--- src/rtl/cpu_clock_ctrl.sv ---
// cpu_clock_ctrl: CPU clock-enable generator running on the PLL clock.
// Produces single-cycle clk_en_o pulses in HALT / STEP / RUN_DIV / RUN_FULL
// modes, with a synchronised and debounced step button, a runtime period,
// CPU-halt gating and a wrapping pulse counter.
module cpu_clock_ctrl #(
  parameter int unsigned DIV_WIDTH       = 24,
  parameter int unsigned DEBOUNCE_CYCLES = 200000,
  parameter int unsigned DB_WIDTH        = 18,
  parameter int unsigned SYNC_STAGES     = 2,
  parameter int unsigned CNT_WIDTH       = 16
) (
  input  logic                 clk,
  input  logic                 rst_n,
  input  logic [1:0]           mode_i,
  input  logic                 step_btn_i,
  input  logic [DIV_WIDTH-1:0] div_i,
  input  logic                 cpu_halt_i,
  output logic                 clk_en_o,
  output logic                 running_o,
  output logic                 btn_db_o,
  output logic [CNT_WIDTH-1:0] step_count_o
);

  typedef enum logic [1:0] {
    MODE_HALT     = 2'b00,
    MODE_STEP     = 2'b01,
    MODE_RUN_DIV  = 2'b10,
    MODE_RUN_FULL = 2'b11
  } mode_t;

  localparam logic [DB_WIDTH-1:0] DB_LAST = DB_WIDTH'(DEBOUNCE_CYCLES - 1);

  mode_t                mode;
  mode_t                mode_q;
  logic [SYNC_STAGES-1:0] sync_q;
  logic                 btn_sync;
  logic [DB_WIDTH-1:0]  db_cnt_q, db_cnt_d;
  logic                 btn_db_d;
  logic                 step_req_q, step_req_d;
  logic [DIV_WIDTH-1:0] period;
  logic [DIV_WIDTH-1:0] per_cnt_q, per_cnt_d;
  logic                 clk_en_d;

  assign mode     = mode_t'(mode_i);
  assign btn_sync = sync_q[SYNC_STAGES-1];
  assign period   = (div_i == '0) ? DIV_WIDTH'(1) : div_i;

  // Button synchroniser chain: the only logic that sees step_btn_i
  always_ff @(posedge clk) begin
    if (!rst_n) sync_q <= '0;
    else        sync_q <= {sync_q[SYNC_STAGES-2:0], step_btn_i};
  end

  // Debounce: count mismatching cycles, toggle the level after a full run,
  // and raise a one-cycle step request only on a rising toggle
  always_comb begin
    db_cnt_d   = '0;
    btn_db_d   = btn_db_o;
    step_req_d = 1'b0;
    if (btn_sync != btn_db_o) begin
      if (db_cnt_q == DB_LAST) begin
        btn_db_d   = ~btn_db_o;
        step_req_d = ~btn_db_o;
      end else begin
        db_cnt_d = db_cnt_q + DB_WIDTH'(1);
      end
    end
  end

  // Pulse decision from current-cycle mode, period and halt flag
  always_comb begin
    clk_en_d  = 1'b0;
    per_cnt_d = '0;
    if (!cpu_halt_i) begin
      case (mode)
        MODE_STEP:     clk_en_d = step_req_q;
        MODE_RUN_FULL: clk_en_d = 1'b1;
        MODE_RUN_DIV: begin
          // >= rather than == so a shrinking div_i wraps immediately
          if (mode == mode_q) begin
            if (per_cnt_q >= period - DIV_WIDTH'(1)) clk_en_d  = 1'b1;
            else                                     per_cnt_d = per_cnt_q + DIV_WIDTH'(1);
          end
        end
        default: ;
      endcase
    end
  end

  // Registered mode copy for change detection; it follows mode_i even during
  // reset so the first post-reset RUN_DIV period is not restarted a second time
  always_ff @(posedge clk) begin
    mode_q <= mode;
  end

  // State and output registers
  always_ff @(posedge clk) begin
    if (!rst_n) begin
      db_cnt_q     <= '0;
      btn_db_o     <= 1'b0;
      step_req_q   <= 1'b0;
      per_cnt_q    <= '0;
      clk_en_o     <= 1'b0;
      running_o    <= 1'b0;
      step_count_o <= '0;
    end else begin
      db_cnt_q     <= db_cnt_d;
      btn_db_o     <= btn_db_d;
      step_req_q   <= step_req_d;
      per_cnt_q    <= per_cnt_d;
      clk_en_o     <= clk_en_d;
      running_o    <= mode_i[1] & ~cpu_halt_i;
      step_count_o <= step_count_o + CNT_WIDTH'(clk_en_o);
    end
  end

endmodule

--- config.mk ---
export PLATFORM = sky130hd
export DESIGN_NAME = cpu_clock_ctrl
export DESIGN_NICKNAME = d
export VERILOG_FILES = /design/src/rtl/cpu_clock_ctrl.sv
export SDC_FILE = /design/constraint.sdc
export NUM_CORES = 1
export LEC_CHECK = 0
export CORE_MARGIN = 4
export CORE_UTILIZATION = 55
export DETAILED_ROUTE_END_ITERATION = 7
export GPL_TIMING_DRIVEN = 0
export PLACE_DENSITY = 0.88
export SLEW_MARGIN = 20
export SYNTH_ARGS = -nofsm -noshare
export SYNTH_HDL_FRONTEND = slang
export SYNTH_SLANG_ARGS = --single-unit
--- constraint.sdc ---
create_clock -name clk -period 5.2 [get_ports clk]
set_input_delay 1.04 -clock clk [delete_from_list [all_inputs] [get_ports clk]]
set_output_delay 1.04 -clock clk [all_outputs]
set_load 0.02 [all_outputs]
Metal 1:
Scale bar: 20 µm.
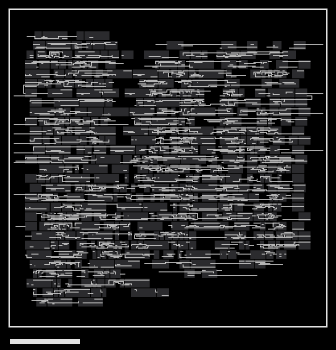
nets with wire on the layer	499
wire length on this layer	3900 µm
share of all routed wire	45%
main direction	horizontal
longest straight run	29.0 µm
via count: 3315
GR Util met1: 0.269
final WL: 8660 µm

Signal wires on met2:
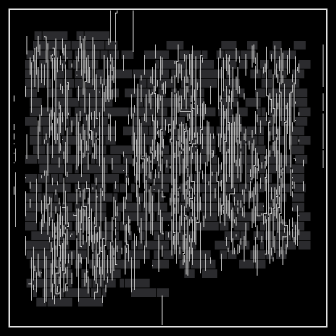
main direction	vertical
wire length on this layer	4110 µm
share of all routed wire	47%
nets with wire on the layer	477
longest straight run	35.0 µm

Signal wires on met3:
Scale bar: 20 µm.
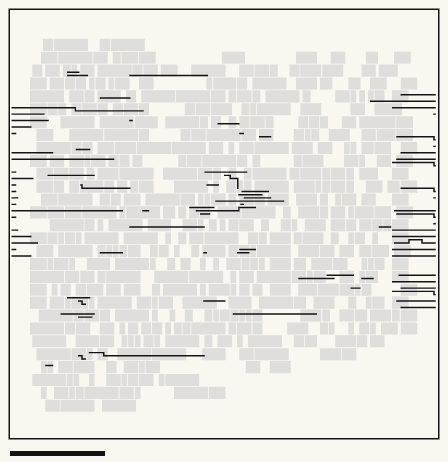
wire length on this layer	548 µm
main direction	horizontal
longest straight run	23.2 µm
nets with wire on the layer	75

Placement view:
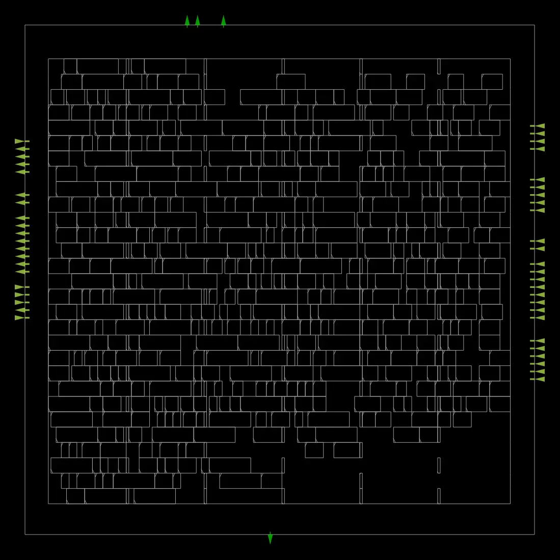
final non-filler cell total: 566
core area: 0.00646 mm²

Sequential cells grouped by signal name:
Other sequential cells in the stronger grey, the rest of the logic in the fainter grey.
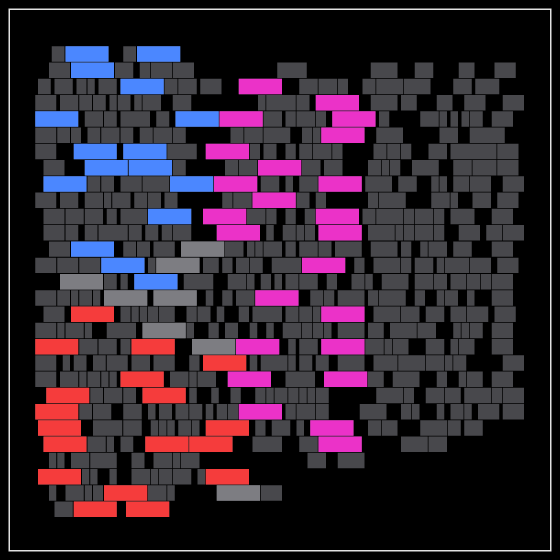
colour	name in the netlist	flops
magenta	per_cnt_q	24
blue	step_count_o	16
red	db_cnt_q	18

==> flow_metrics.env <==
# implementation run metrics
export IMPL_status="finished clean"
export IMPL_start_kind="input port"
export IMPL_intPower_uw=757
export IMPL_overflow=0
export IMPL_nNonClkInverters=5
export IMPL_min_from="sync_q[0]"
export IMPL_largest_cell_class="logic gates"
export IMPL_drtAntennaViolNets=0
export IMPL_wl_per_cell_um=15.3
export IMPL_final_setup_tns_ns=0
export IMPL_timing_rr_end="per_cnt_q[2]"
export IMPL_fa_ha_area_frac=0.0974
export IMPL_pwr_share_seq=0.521
export IMPL_grt_antenna_before_repair=0
export IMPL_powerDensity_mw_per_mm2=214
export IMPL_dr_wl_met2_um=4110
export IMPL_clk_path_buf_depth=2
export IMPL_swShare=0.224
export IMPL_grtUsageMet3=0.0642
export IMPL_tightestPinTransition_ns=0.898
export IMPL_postCtsSetupRepairBufs=0
export IMPL_regMostFlops="per_cnt_q"
export IMPL_critical_path_top_delay_family="simple AND/OR/NAND/NOR gates"
export IMPL_path_cells="clkdlybuf4s50_1 -> or4_4 -> nor3_4 -> nand4_1 -> nor2b_1 -> ha_1 -> nand4b_1 -> nor2_1 -> nand2_1 -> xor2_1 -> ha_1 -> nand4_1 -> buf_4 -> nor2_1 -> a22o_1 -> a31o_2 -> buf_2 -> nor4_2"
export IMPL_clk_pin_slew_ns=0.06
export IMPL_cts_sinks=66
export IMPL_power_frac_comb=0.077
export IMPL_top_cell_area_share=0.355
export IMPL_via_per_inst=5.86
export IMPL_ys_ff=66
export IMPL_max_freq_mhz=199
export IMPL_nClkBuffers=14
export IMPL_end_kind="flop"
export IMPL_met3_length_um=547
export IMPL_m1WireLength_um=3900
export IMPL_setup_ws_ns=0.169
export IMPL_slew_headroom=0.396
export IMPL_drv_cap=0
export IMPL_gp_congestion=0.876
export IMPL_ys_sh_mux=0
export IMPL_mostFrequentLayoutCells="dfxtp_1 (66), clkdlybuf4s50_1 (48), nor2_1 (40)"
export IMPL_nets=543
export IMPL_path_class="in2reg"
export IMPL_crit_end="per_cnt_q[20]"
export IMPL_ys_cells=421
export IMPL_warning_count=26
export IMPL_rrSetupSlack_ns=3.01
export IMPL_synth_cell_type_count=43
export IMPL_grtUsageTotal=0.217
export IMPL_top_cell="dfxtp_1"
export IMPL_powerSeq_uw=509
export IMPL_io_pins=49
export IMPL_synth_nets=480
export IMPL_path_max_fanout=10
export IMPL_pre_cts_slack_ns=-0.546
export IMPL_rr_startpoint="per_cnt_q[21]"
export IMPL_h_tree_depth=3
export IMPL_fin_crit_sh=0.967
export IMPL_logic_area_mm2=0.00239
export IMPL_largest_reg_flops=24
export IMPL_dr_pass1_iters=4
export IMPL_clkPwrFrac=0.401
export IMPL_dpl_cell_count=546
export IMPL_seq_share=0.290
export IMPL_area_delta_synth_final_pct=22.3
export IMPL_yosys_most_used_dff="dfxtp_1"
export IMPL_grt_busiest_layer="met2"
export IMPL_ys_sh_simple=0.310
export IMPL_post_cts_resized=3
export IMPL_synth_compound_area_share=0.0571
export IMPL_switching_power_uw=219
export IMPL_area_leaders="dfxtp_1 (35%), ha_1 (9.7%), xnor2_1 (8.7%)"
export IMPL_synthArstFlopShare=0
export IMPL_worstSkewPairLatency_ns=0.34
export IMPL_signal_buffers=61
export IMPL_synthCells=421
export IMPL_rr_worst_depth=7
export IMPL_period_needed_ns=5.03
export IMPL_cts_tree="done"
export IMPL_fill_cells=501
export IMPL_path_buffers=3
export IMPL_crit_path_start="div_i[19]"
export IMPL_numCtsBuffers=9
